Fig. 1: run 1, gate-type map
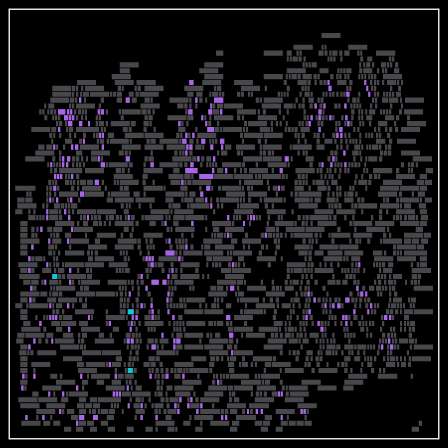
Fig. 2: run 1, clock nets
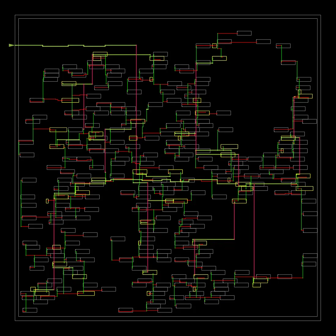
Fig. 3: run 1, signal metal coverage by tile
The die is cut into 40 by 40 equal tiles; white is low, dark blue is high, scaled to the fullest tile. Values are wire area over tile area, all layers added.
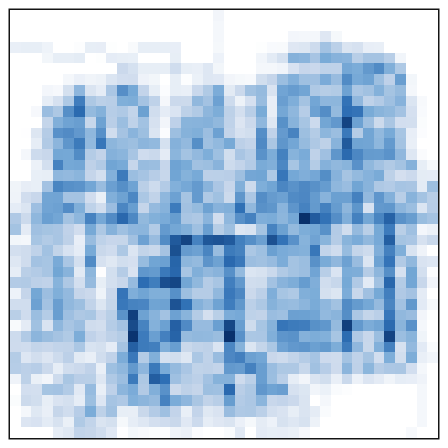
Fig. 4: run 1, zoomed window
Bar = 5 um. Region (89, 129) to (109, 149) um. Cells in grey, sequential cells in the stronger grey; small squares are vias.
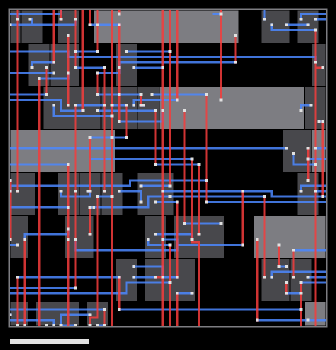
--- config.mk ---
export PLATFORM = sky130hd
export DESIGN_NAME = red_centroid_detect
export DESIGN_NICKNAME = d
export VERILOG_FILES = /design/src/rtl/red_centroid_detect.sv
export SDC_FILE = /design/constraint.sdc
export NUM_CORES = 1
export LEC_CHECK = 0
export ABC_AREA = 1
export CORE_MARGIN = 2
export CORE_UTILIZATION = 40
export CTS_CLUSTER_SIZE = 12
export DETAILED_ROUTE_END_ITERATION = 12
export GPL_TIMING_DRIVEN = 0
export RECOVER_POWER = 50
export SKIP_CTS_REPAIR_TIMING = 1
export SYNTH_ARGS = -nofsm -noshare
export SYNTH_HDL_FRONTEND = slang
export SYNTH_SLANG_ARGS = --single-unit
--- constraint.sdc ---
create_clock -name clk -period 8 [get_ports clk]
set_input_delay 1.2 -clock clk [delete_from_list [all_inputs] [get_ports clk]]
set_output_delay 1.2 -clock clk [all_outputs]
set_load 0.02 [all_outputs]
--- src/rtl/red_centroid_detect.sv ---
`timescale 1ns/1ps
`default_nettype none
// ============================================================================
//  Module   : red_centroid_detect
//  Purpose  : Counts red RGB565 pixels over a video frame and, on each frame
//             end, divides the coordinate sums by the count to publish the
//             centroid of the red region with a fixed 30-cycle latency.
//  Revision : 1.0 - initial release
// ============================================================================
module red_centroid_detect #(
    parameter int unsigned R_MIN      = 20,
    parameter int unsigned G_MAX      = 24,
    parameter int unsigned B_MAX      = 12,
    parameter int unsigned MIN_PIXELS = 16
) (
    input  logic        clk,
    input  logic        reset,
    input  logic        pix_valid,
    input  logic [9:0]  x_pixel,
    input  logic [9:0]  y_pixel,
    input  logic [15:0] rgb565,
    input  logic        v_sync,
    output logic [15:0] x_real_out,
    output logic [15:0] y_real_out,
    output logic        red_detect_out,
    output logic        frame_valid,
    output logic [18:0] pixel_count_out,
    output logic        overrun
);

    localparam logic [9:0]  X_LAST    = 10'd639;
    localparam logic [9:0]  Y_LAST    = 10'd479;
    localparam logic [27:0] X_CLAMP   = 28'd639;
    localparam logic [27:0] Y_CLAMP   = 28'd479;
    localparam logic [4:0]  ITER_LAST = 5'd27;

    typedef enum logic [1:0] {
        S_IDLE = 2'd0,
        S_DIV  = 2'd1,
        S_DONE = 2'd2
    } state_t;

    state_t state_q, state_d;

    logic        v_sync_q;
    logic [27:0] sum_x_q, sum_y_q;
    logic [18:0] count_q;
    logic [27:0] quo_x_q, quo_y_q;
    logic [18:0] rem_x_q, rem_y_q;
    logic [18:0] divisor_q;
    logic [4:0]  iter_q;
    logic [15:0] x_out_q, y_out_q;
    logic        detect_q, fvalid_q, overrun_q;
    logic [18:0] pcount_q;

    // Pixel classification: in-frame coordinates and all three colour tests.
    logic [4:0]  w_r5, w_b5;
    logic [5:0]  w_g6;
    logic        w_is_red, w_frame_end, w_start;
    assign w_r5 = rgb565[15:11];
    assign w_g6 = rgb565[10:5];
    assign w_b5 = rgb565[4:0];
    assign w_is_red = pix_valid && (x_pixel <= X_LAST) && (y_pixel <= Y_LAST)
                      && ({27'd0, w_r5} >= R_MIN)
                      && ({26'd0, w_g6} <= G_MAX)
                      && ({27'd0, w_b5} <= B_MAX);

    assign w_frame_end = v_sync && !v_sync_q;
    assign w_start     = w_frame_end && (state_q == S_IDLE);

    // One restoring step for each axis; divisor is shared.
    logic [19:0] w_trial_x, w_trial_y;
    logic        w_ge_x, w_ge_y;
    assign w_trial_x = {rem_x_q, quo_x_q[27]};
    assign w_trial_y = {rem_y_q, quo_y_q[27]};
    assign w_ge_x    = w_trial_x >= {1'b0, divisor_q};
    assign w_ge_y    = w_trial_y >= {1'b0, divisor_q};

    // Result selection: clamp to the visible area, qualify by pixel count.
    logic        w_enough;
    logic [15:0] w_x_res, w_y_res;
    assign w_enough = {13'd0, divisor_q} >= MIN_PIXELS;
    assign w_x_res  = (quo_x_q > X_CLAMP) ? 16'd639 : quo_x_q[15:0];
    assign w_y_res  = (quo_y_q > Y_CLAMP) ? 16'd479 : quo_y_q[15:0];

    // Frame-sync edge register.
    always_ff @(posedge clk or posedge reset) begin
        if (reset) v_sync_q <= 1'b0;
        else       v_sync_q <= v_sync;
    end

    // Accumulators: cleared at frame end, a pixel arriving that cycle starts the new frame.
    always_ff @(posedge clk or posedge reset) begin
        if (reset) begin
            sum_x_q <= '0;
            sum_y_q <= '0;
            count_q <= '0;
        end else begin
            sum_x_q <= (w_frame_end ? 28'd0 : sum_x_q) + (w_is_red ? {18'd0, x_pixel} : 28'd0);
            sum_y_q <= (w_frame_end ? 28'd0 : sum_y_q) + (w_is_red ? {18'd0, y_pixel} : 28'd0);
            count_q <= (w_frame_end ? 19'd0 : count_q) + {18'd0, w_is_red};
        end
    end

    // Divider state register.
    always_ff @(posedge clk or posedge reset) begin
        if (reset) state_q <= S_IDLE;
        else       state_q <= state_d;
    end

    // Divider next-state: start on an idle frame end, 28 iterations, one DONE cycle.
    always_comb begin
        state_d = state_q;
        case (state_q)
            S_IDLE:  if (w_frame_end) state_d = S_DIV;
            S_DIV:   if (iter_q == ITER_LAST) state_d = S_DONE;
            S_DONE:  state_d = S_IDLE;
            default: state_d = S_IDLE;
        endcase
    end

    // Divider datapath: snapshot operands on start, then one quotient bit per cycle.
    always_ff @(posedge clk or posedge reset) begin
        if (reset) begin
            quo_x_q   <= '0;
            quo_y_q   <= '0;
            rem_x_q   <= '0;
            rem_y_q   <= '0;
            divisor_q <= '0;
            iter_q    <= '0;
        end else if (w_start) begin
            quo_x_q   <= sum_x_q;
            quo_y_q   <= sum_y_q;
            rem_x_q   <= '0;
            rem_y_q   <= '0;
            divisor_q <= count_q;
            iter_q    <= '0;
        end else if (state_q == S_DIV) begin
            // The remainder stays below the divisor, so 19 bits hold it exactly.
            rem_x_q <= w_ge_x ? (w_trial_x[18:0] - divisor_q) : w_trial_x[18:0];
            rem_y_q <= w_ge_y ? (w_trial_y[18:0] - divisor_q) : w_trial_y[18:0];
            quo_x_q <= {quo_x_q[26:0], w_ge_x};
            quo_y_q <= {quo_y_q[26:0], w_ge_y};
            iter_q  <= iter_q + 5'd1;
        end
    end

    // Output registers: publish in DONE, strobe frame_valid, flag dropped frames.
    always_ff @(posedge clk or posedge reset) begin
        if (reset) begin
            x_out_q   <= 16'd320;
            y_out_q   <= 16'd240;
            detect_q  <= 1'b0;
            fvalid_q  <= 1'b0;
            overrun_q <= 1'b0;
            pcount_q  <= '0;
        end else begin
            fvalid_q  <= (state_q == S_DONE);
            overrun_q <= w_frame_end && (state_q != S_IDLE);
            if (state_q == S_DONE) begin
                pcount_q <= divisor_q;
                detect_q <= w_enough;
                if (w_enough) begin
                    x_out_q <= w_x_res;
                    y_out_q <= w_y_res;
                end
            end
        end
    end

    assign x_real_out      = x_out_q;
    assign y_real_out      = y_out_q;
    assign red_detect_out  = detect_q;
    assign frame_valid     = fvalid_q;
    assign pixel_count_out = pcount_q;
    assign overrun         = overrun_q;

endmodule
`default_nettype wire
==> flow_summary.yaml, run 1 <==
# flow metrics
min_path:
  min_path_type: "reg2reg"
  whs_endpoint: "x_real_out[8]"
  hp-start: "x_real_out[8]"
  min_path_cells: 2
logic_synthesis:
  avgSynthCellArea_um2: 7.36
  ys_cells: 2049
  top_area_cell: "dfrtp_1"
  synth.distinct_cells: 49
  common_cells: "569 x nand2_1, 347 x inv_1, 244 x dfrtp_1"
  yosys-top-cells-area: "dfrtp_1 41%, nand2_1 14%, inv_1 8.6%"
  synth_top_area_share_pct: 40.5
  netlist_instances: 2049
  edf_count: 0
  ys_seq_share_pct: 41.6
  synthFlopType: "dfrtp_1"
  ys_area_um2: 15100
  top_cell: "nand2_1"
  synthArstFlopShare_pct: 100
  syn-cell-area_um2: 15100
  ys_warn_count: 0
drt:
  routed_wirelength_mm: 42.8
  vias: 13500
  routedWlPerCell_um: 15.8
  via_per_inst: 4.96
  drt_iter0_drc: 809
  ant_nets: 0
  firstDrtPassIters: 7
power_and_ir_drop:
  powerDensity_nw_per_um2: 319
  ir_drop_uv: 181
  cellLeakagePower_uw: 0.00883
floorplan:
  core_area_um2: 37400
  dieArea_um2: 39300
  rows: 71
  die_w_um: 198
  die_h_um: 198
  core_util_floorplan_pct: 40.3
global_route:
  overflow: 0
  grtUsageTotal_pct: 22.4
  antenna_found_initial: 0
  first_global_vias: 13400
  grt_max_degree: 40
placement:
  dp_hpwl_mm: 32.5
  dpl_cell_area_um2: 16800
  port_buffers: 91
  gp_congestion: 0.935
setup_path:
  r2r_start: "v_sync_q"
  critPathLaunchType: "input pin"
  crit_path_end_kind: "async pin"
  worstPathMaxFanout: 31
  r2r_end: "sum_y_q[16]"
  crit_type: "in2async"
  ff2ff_setup_slack_ns: 3.76
  reg2reg_depth: 17
  arrival_ns: 5.97
  required_ns: 8.48
final_layout:
  area_growth_pct: 17.5
  finalInstanceArea_um2: 17700
  nNetsFinal: 2283
  drive_gt1_share_pct: 5.18
  antennaDiodeCount: 0
clocking:
  path_clk_slew_ns: 0.06
  cts_root_buf: "clkbuf_16"
  worstSkewPairLatency_ns: 0.57
  cts_tree: "yes"
  cts_buffer_depth: 3
final_timing:
  maxSlewViolCount: 128
  tns_ns: 0
  period_used_pct: 68.6
  max_slew_margin_pct: -35.3
  setup_viol: 0
  fin_crit_ns: 5.49
  finalHoldViolCount: 0
  rsz0062_at_grt: "false"
  tightest_slew_ns: 2.03
  max_freq_mhz: 182
flow_run:
  max_cap_violations: 4
  warnings: 28
run_status:
  failed_checks: "capacitance limit, slew limit"
  outcome: "finished with violations"
## Picture notes: Fig. 1
[non-inverting ao/oa cells] cyan | cells: 3 | most used: a21o_1
[nor cells] purple | cells: 248 | most used: nor2_1 | where: all over the die

## Picture notes: Fig. 2
P_clk: 1440 uW
Layout Skew: 0.0100 ns
Clock Buffer Count: 42

## Picture notes: Fig. 3
mean over tiles: 0.17
nearly empty tiles: 17%
fullest tile: 0.56
tiles over half the peak: 20%

## Picture notes: Fig. 4
[M2] red
[M1] blue
cells with their middle in the window: 33
most frequent: nand2_1 (9), inv_1 (4), nor2_1 (4)
sequential cells in the window: 3
netlist names of flops here include: `count_q` (3)

[run 1: routing by layer]
metal,up-vias,part of all wire (%),track usage [%]
li1,6730,-,-
met1,6385,46,29.8
met2,270,47,38.2
met3,68,3.9,3.01
met4,0,2.8,6.46
met5,-,0,0
[run 1: stage by stage]
step / hold WS [ns] / instances / setup slack (ns) / utilization (%) / power [uW]
2_1_floorplan: 0.449 / 2049 / 3.52 / - / 3550
3_3_place_gp: 0.461 / 2651 / 1.42 / 44.5 / 4160
3_5_place_dp: 0.459 / 2658 / 2.56 / 44.9 / 4200
4_1_cts: 0.473 / 2712 / 3.16 / 47.6 / 5680
5_1_grt: 0.492 / 2712 / 1.63 / 47.4 / 6130
6_report: 0.469 / 2712 / 2.51 / 47.4 / 5650
[run 1: power breakdown]
group / internal (uW) / switching, uW / total (uW)
clock: 887 / 556 / 1440
combinational: 898 / 1600 / 2500
sequential: 1530 / 172 / 1700
total: 3320 / 2330 / 5650
[run 1: cell families after synthesis]
family	synth area share (%)
simple gates	28.8
buf+inv	10.8
flops	41.6
compound gates	9.49
xor+xnor	3.78
fa+ha+maj	5.59
other cells	0.0249
[run 1: worst max path at each step]
stage                         end  depth (start not counted)  slack [ns]  startpoint
floorplan              count_q[0]                          1        3.52       reset
global route        divisor_q[10]                          5        1.63       reset
CTS                   sum_y_q[16]                         19        3.16      v_sync
detailed placement    sum_y_q[18]                         19        2.56      v_sync
finish               divisor_q[8]                          5        2.51       reset
global placement      sum_x_q[17]                          2        1.42       reset
[run 1: placed cells by master (no fill, tap or decap), drive strengths merged, types with 16 or more instances in the layout]
master / n
nand2: 575
o21ai: 114
nor3: 28
nor2: 206
nand4: 21
nand3b: 30
xnor2: 27
o221ai: 16
nand3: 137
buf: 33
a21oi: 61
xor2: 38
inv: 351
ha: 61
a22oi: 38
clkbuf: 74
clkdlybuf4s50: 89
dfrtp: 244
[run 1: critical path: stages]
cell	delay (ns)
dlygate4sd3_1	0.54
clkinvlp_2	0.79
clkbuf_1	1.21
clkbuf_1	1.18
clkbuf_1	1.00
[run 1: sequential cells by signal, indices dropped and copies added (netlist names), 2 cells and up]
name,flops
divisor_q,19
quo_y_q,28
rem_x_q,19
y_real_out,16
rem_y_q,19
quo_x_q,28
sum_y_q,28
pixel_count_out,19
count_q,19
iter_q,5
state_q,2
x_real_out,16
sum_x_q,28
[run 1: cell type report]
cell class / instances / area (um2)
multi-input combinational: 1389 / 7170
inverter: 352 / 1320
timing repair buffer: 98 / 970
tap: 511 / 639
fill: 3779 / 19700
buffer: 58 / 304
clock buffer: 42 / 835
sequential: 250 / 6260
clock inverter: 12 / 206
## Run 2: what changed since run 1
==> constraint.sdc (replaced) <==
create_clock -name clk -period 4.87 [get_ports clk]
set_input_delay 0.7305 -clock clk [delete_from_list [all_inputs] [get_ports clk]]
set_output_delay 0.7305 -clock clk [all_outputs]
set_load 0.02 [all_outputs]
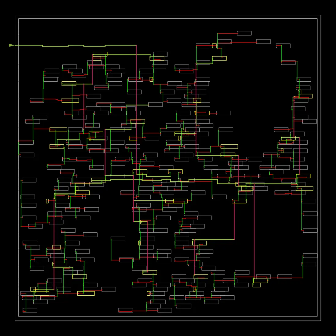
Fig. 5. Clock nets (run 2).
Layout Skew: 0.00828 ns
Seq cells: 250
Num Clock Sinks: 250
TritonCTS Buffers: 29
Latency at later pin: 0.57 ns

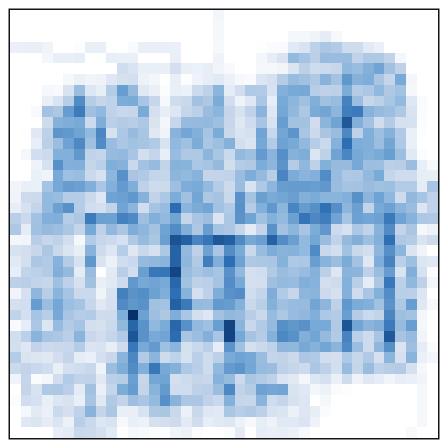
Fig. 6. Signal metal coverage by tile (run 2).
The die is cut into 40 by 40 equal tiles; white is low, dark blue is high, scaled to the fullest tile. Values are wire area over tile area, all layers added.
densest ninth of the die: centre
mean over tiles: 0.17
nearly empty tiles: 17%
tiles over half the peak: 14%
fullest tile: 0.62

==> run 2 against run 1 <==
The flow still finishes with violations (capacitance limit, slew limit). Count of clock-buffer cells in the layout unchanged. Non-clock buffer count unchanged. Critical endpoint is now sum_y_q[16]. Final cell count did not move. Synthesized cell count did not move.
==> flow_summary.yaml, run 2 <==
# flow metrics
run_status:
  outcome: "finished with violations"
  failed_checks: "capacitance limit, slew limit"
logic_synthesis:
  synthFlopType: "dfrtp_1"
  syn_nets: 2154
  common_cells: "569 x nand2_1, 347 x inv_1, 244 x dfrtp_1"
  ys_cells: 2049
  synth.distinct_cells: 49
  netlist_instances: 2049
  synthArstFlopShare_pct: 100
  ys_area_um2: 15100
  top_cell: "nand2_1"
  syn-cell-area_um2: 15100
  yosys-top-cells-area: "dfrtp_1 41%, nand2_1 14%, inv_1 8.6%"
  ys_warn_count: 0
  ys_seq_share_pct: 41.6
  synth_top_area_share_pct: 40.5
  top_area_cell: "dfrtp_1"
  ys.flops: 250
  avgSynthCellArea_um2: 7.36
  edf_count: 0
floorplan:
  rows: 71
  die_w_um: 198
  core_util_floorplan_pct: 40.3
  die_h_um: 198
  io_pins: 94
  core_area_um2: 37400
  dieArea_um2: 39300
final_layout:
  finalInstanceArea_um2: 17700
  fill_cells: 3771
  area_growth_pct: 17.7
  nNetsFinal: 2283
  lay_top_cells: "570 x nand2_1, 346 x inv_1, 244 x dfrtp_1, 192 x nor2_1, 134 x nand3_1"
  drive_gt1_share_pct: 5.36
  antennaDiodeCount: 0
  lay_top_count: "nand2_1"
final_timing:
  rsz0062_at_grt: "false"
  finalHoldViolCount: 0
  period_used_pct: 91.9
  max_freq_mhz: 223
  fin_crit_ns: 4.47
  setup_ws_ns: 0.395
  setup_viol: 0
  tightest_slew_ns: 2.11
  maxSlewViolCount: 64
  max_slew_margin_pct: -40.5
placement:
  dp_hpwl_mm: 32.5
  dp_slack_ns: -0.0977
  port_buffers: 91
  gp_congestion: 0.935
  dpl_cell_area_um2: 16800
power_and_ir_drop:
  total_power_uw: 9270
  cellLeakagePower_uw: 0.00885
  ir_drop_uv: 298
  powerDensity_nw_per_um2: 523
drt:
  ant_nets: 0
  drt_iter0_drc: 798
  routedWlPerCell_um: 15.7
  via_per_inst: 4.96
  routed_wirelength_mm: 42.7
  drc_errors: 0
  vias: 13500
  firstDrtPassIters: 5
setup_path:
  required_ns: 5.33
  cp-endpoint: "sum_y_q[16]"
  crit_path_frequent_cell: "nand2_1"
  r2r_end: "sum_y_q[16]"
  slowest_stage: "dlygate4sd3_1"
  path_cells: "dlygate4sd3_1 > inv_1 > nor2_4 > buf_6 > clkbuf_1 > buf_1 > nor2_1 > ha_1 > fa_1 > nand3_1 > nand2_1 > nand3_1 > nand2_1 > nand2_1 > nand2_1 > nand2_1 > inv_1 > nand3_1 > nand2_1"
  max_stage_delay_ns: 0.65
  critPathLaunchType: "input pin"
  crit_type: "in2reg"
  arrival_ns: 4.93
  worstPathMaxFanout: 10
  crit_path_end_kind: "register"
  critPathLaunch: "v_sync"
  r2r_start: "v_sync_q"
  ff2ff_setup_slack_ns: 0.87
  reg2reg_depth: 17
clocking:
  path_clk_slew_ns: 0.06
  htree_levels: 1
  cts_tree: "yes"
  cts_root_buf: "clkbuf_16"
  cts_buffer_depth: 3
global_route:
  overflow: 0
  grt_max_degree: 40
  first_global_vias: 13400
  grt_pass1_wl_mm: 70.0
  grtUsageTotal_pct: 22.4
  antenna_found_initial: 0
min_path:
  min_path_type: "reg2reg"
flow_run:
  max_cap_violations: 2
  warnings: 28
run 2: cell types whose count changed in the layout (fill, tap and decap cells not counted):
cell,delta
nor2_4,+1
clkbuf_4,+1
buf_2,+1
clkbuf_1,-4
clkbuf_2,+1
dlymetal6s4s_1,+1
nor2_1,-1
run 2: worst min path at each step:
stage                  start       endpoint  slack [ns]  cells after the start
2_1_floorplan    rem_x_q[18]    rem_x_q[18]        0.45                      2
3_3_place_gp   x_real_out[8]  x_real_out[8]        0.46                      2
3_5_place_dp   x_real_out[8]  x_real_out[8]        0.46                      2
4_1_cts        x_real_out[8]  x_real_out[8]        0.47                      2
5_1_grt        x_real_out[8]  x_real_out[8]        0.49                      2
6_report       x_real_out[8]  x_real_out[8]        0.47                      2
run 2: kinds of logic after synthesis:
family / count (synthesis) / share of synthesized area, %
simple gates: 1013 / 28.8
other cells: 1 / 0.0249
xor+xnor: 65 / 3.78
buf+inv: 410 / 10.8
compound gates: 245 / 9.49
flops: 250 / 41.6
fa+ha+maj: 65 / 5.59
run 2: layout make-up:
| type | instances | area, um2 | area share, % |
|---|---|---|---|
| sequential | 250 | 6260 | 35.3 |
| timing repair buffer | 98 | 983 | 5.54 |
| buffer | 58 | 305 | 1.72 |
| inverter | 352 | 1320 | 7.46 |
| multi-input combinational | 1389 | 7180 | 40.5 |
| clock inverter | 12 | 206 | 1.16 |
| clock buffer | 42 | 835 | 4.71 |
| tap | 511 | 639 | 3.60 |
run 2: power breakdown:
part | internal (uW) | switching [uW]
logic | 1480 | 2630
clock network | 1460 | 911
registers | 2520 | 282
total | 5450 | 3820
run 2: worst max-delay path, delay by kind of cell:
kind	cells	cell delay, ns
buf+inv	6	2.14
simple gates	11	1.37
fa+ha+maj	2	0.69
run 2: stage by stage:
step                      TNS, ns  utilization (%)  hold slack [ns]  cells
after floorplan                 0                -            0.449   2049
after global placement    -293.08             44.5            0.461   2651
after detailed placement   -0.364             44.9            0.459   2658
after CTS                       0             47.6            0.473   2712
after global routing            0             47.4            0.492   2712
final                           0             47.4            0.469   2712
run 2: routing by layer:
layer	vias up	GRT usage, %	routed length, um
li1	6733	-	-
met1	6387	29.8	19800
met2	261	38.2	20000
met3	71	3.01	1660
met4	0	6.46	1240
met5	-	0	0
## Run 3: what changed since run 2
--- a/config.mk
+++ b/config.mk
@@ -11,8 +11,10 @@
 export CTS_CLUSTER_SIZE = 12
 export DETAILED_ROUTE_END_ITERATION = 12
 export GPL_TIMING_DRIVEN = 0
+export HOLD_SLACK_MARGIN = 0.08
 export RECOVER_POWER = 50
 export SKIP_CTS_REPAIR_TIMING = 1
 export SYNTH_ARGS = -nofsm -noshare
 export SYNTH_HDL_FRONTEND = slang
 export SYNTH_SLANG_ARGS = --single-unit
+export TNS_END_PERCENT = 30
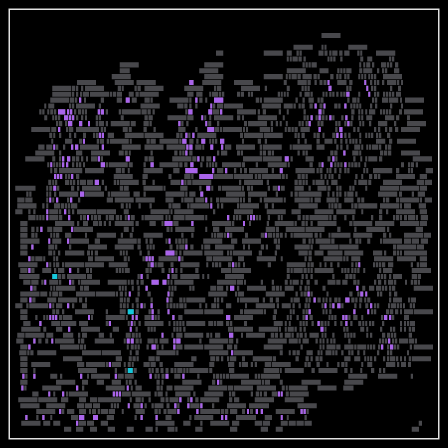
Fig. 7. Gate-type map (run 3).
most numerous logic cell after layout: nand2_1
final non-filler cell total: 2,712

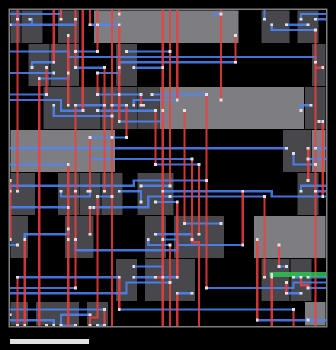
Fig. 8. Zoomed window (run 3).
Bar = 5 um. Region (89, 129) to (109, 149) um. Cells in grey, sequential cells in the stronger grey; small squares are vias.
[M3] green
[M2] red
[M1] blue
netlist names of flops here include: `count_q` (3)
sequential cells in the window: 3
cells with their middle in the window: 33
most frequent: nand2_1 (9), inv_1 (4), nor2_1 (4)

==> run 3 against run 2 <==
Global-route usage is the same. Largest cell class unchanged. Final cell count unchanged. Die size did not move. Cell area did not move. Largest power group unchanged. The run still ends with capacitance limit, slew limit left. Utilization did not move.
==> flow_summary.yaml, run 3 <==
# flow metrics
clocking:
  path_clk_slew_ns: 0.06
  worstSkewPairLatency_ns: 0.57
  cts_buffer_depth: 3
  cts_root_buf: "clkbuf_16"
  cts_sinks: 250
  cts_tree: "yes"
  cts_inserted_buffers: 29
  htree_levels: 1
logic_synthesis:
  synth.distinct_cells: 49
  common_cells: "569 x nand2_1, 347 x inv_1, 244 x dfrtp_1"
  avgSynthCellArea_um2: 7.36
  syn-cell-area_um2: 15100
  top_area_cell: "dfrtp_1"
  yosys-top-cells-area: "dfrtp_1 41%, nand2_1 14%, inv_1 8.6%"
  synthFlopType: "dfrtp_1"
  ys_seq_share_pct: 41.6
  synthArstFlopShare_pct: 100
  ys_area_um2: 15100
  netlist_instances: 2049
  ys.flops: 250
  syn_nets: 2154
  synth_top_area_share_pct: 40.5
  top_cell: "nand2_1"
  edf_count: 0
  ys_warn_count: 0
  ys_cells: 2049
floorplan:
  io_pins: 94
  rows: 71
  die_w_um: 198
  core_area_um2: 37400
  core_util_floorplan_pct: 40.3
  die_h_um: 198
  dieArea_um2: 39300
min_path:
  min_path_type: "reg2reg"
final_timing:
  setup_viol: 0
  maxSlewViolCount: 64
  period_used_pct: 91.9
  finalHoldViolCount: 0
  fin_skew_ns: 0.00828
  tightest_slew_ns: 2.11
  fin_crit_ns: 4.47
  max_slew_margin_pct: -40.5
  rsz0062_at_grt: "false"
setup_path:
  worstPathMaxFanout: 10
  required_ns: 5.33
  crit_path_end_kind: "register"
  crit_type: "in2reg"
  arrival_ns: 4.93
  critPathLaunchType: "input pin"
power_and_ir_drop:
  cellLeakagePower_uw: 0.00885
  powerDensity_nw_per_um2: 523
  total_power_uw: 9270
  ir_drop_uv: 298
drt:
  routed_wirelength_mm: 42.7
  ant_nets: 0
  drc_errors: 0
  vias: 13500
  via_per_inst: 4.96
  routedWlPerCell_um: 15.7
  drt_iter0_drc: 798
  firstDrtPassIters: 5
final_layout:
  antennaDiodeCount: 0
  area_growth_pct: 17.7
  fill_cells: 3771
  drive_gt1_share_pct: 5.36
  lay_top_cells: "570 x nand2_1, 346 x inv_1, 244 x dfrtp_1, 192 x nor2_1, 134 x nand3_1"
  fin_util_pct: 47.4
  nNetsFinal: 2283
placement:
  port_buffers: 91
  dp_hpwl_mm: 32.5
  gp_congestion: 0.935
run_status:
  failed_checks: "capacitance limit, slew limit"
  outcome: "finished with violations"
global_route:
  first_global_vias: 13400
  grt_max_degree: 40
  overflow: 0
  antenna_found_initial: 0
  grt_pass1_wl_mm: 70.0
  grtUsageTotal_pct: 22.4
flow_run:
  warnings: 28
  max_cap_violations: 2
## run 3: cell counts after synthesis
Identical to the previous run, type by type.
## run 3: report_power, final
group | internal (uW) | total [uW] | switching [uW]
Combinational | 1480 | 4100 | 2630
Sequential | 2520 | 2800 | 282
Clock | 1460 | 2370 | 911
## run 3: cells by family after synthesis
group,count (synthesis),share of synthesized area (%)
AND-OR/OR-AND,245,9.49
AND/OR/NAND/NOR,1013,28.8
other,1,0.0249
buffers and inverters,410,10.8
adder cells (fa/ha/maj),65,5.59
flip-flops,250,41.6
XOR/XNOR,65,3.78
## run 3: per-layer routing
metal  vias to the layer above  part of all wire [%]  routed length (um)  GRT usage, %
li1                       6733                     -                   -             -
met1                      6387                    46               19800          29.8
met2                       261                    47               20000          38.2
met3                        71                   3.9                1660          3.01
met4                         0                   2.9                1240          6.46
met5                         -                     0                   0             0
## run 3: through the flow
step	setup WS (ns)	TNS, ns	std cells	cell area, um2	hold slack [ns]
5_1_grt	0.183	0	2712	17700	0.492
6_report	0.395	0	2712	17700	0.469
3_3_place_gp	-1.24	-293.08	2651	16600	0.461
3_5_place_dp	-0.0977	-0.364	2658	16800	0.459
4_1_cts	0.502	0	2712	17800	0.473
2_1_floorplan	0.857	0	2049	15100	0.449
## run 3: layout make-up
| type | instances | area, um2 | share of cell area [%] |
|---|---|---|---|
| Sequential cell | 250 | 6260 | 35.3 |
| Tap cell | 511 | 639 | 3.60 |
| Inverter | 352 | 1320 | 7.46 |
| Clock inverter | 12 | 206 | 1.16 |
| Multi-Input combinational cell | 1389 | 7180 | 40.5 |
| Buffer | 58 | 305 | 1.72 |
| Clock buffer | 42 | 835 | 4.71 |
| Timing Repair Buffer | 98 | 983 | 5.54 |
## run 3: final timing paths
check                      cells after the start          start  slack (ns)             to
setup / recovery                              19         v_sync        0.40    sum_y_q[16]
hold / removal                                 2  x_real_out[8]        0.47  x_real_out[8]
setup reg to reg                              17       v_sync_q        0.87    sum_y_q[16]
hold reg to reg                                2  x_real_out[8]        0.47  x_real_out[8]
max in group asynchronous                      5          reset        0.85  divisor_q[12]
min in group asynchronous                      2          reset        0.91    rem_x_q[11]
## run 3: worst max-delay path: stages
cell	delay, ns
dlygate4sd3_1	0.65
inv_1	0.10
nor2_4	0.20
buf_6	0.21
clkbuf_1	0.55
buf_1	0.56
nor2_1	0.09
ha_1	0.26
fa_1	0.43
nand3_1	0.10
nand2_1	0.14
nand3_1	0.10
nand2_1	0.13
nand2_1	0.10
nand2_1	0.20
nand2_1	0.18
inv_1	0.07
nand3_1	0.07
nand2_1	0.06
No activity file was given, so power comes from the tool's default toggle rates.
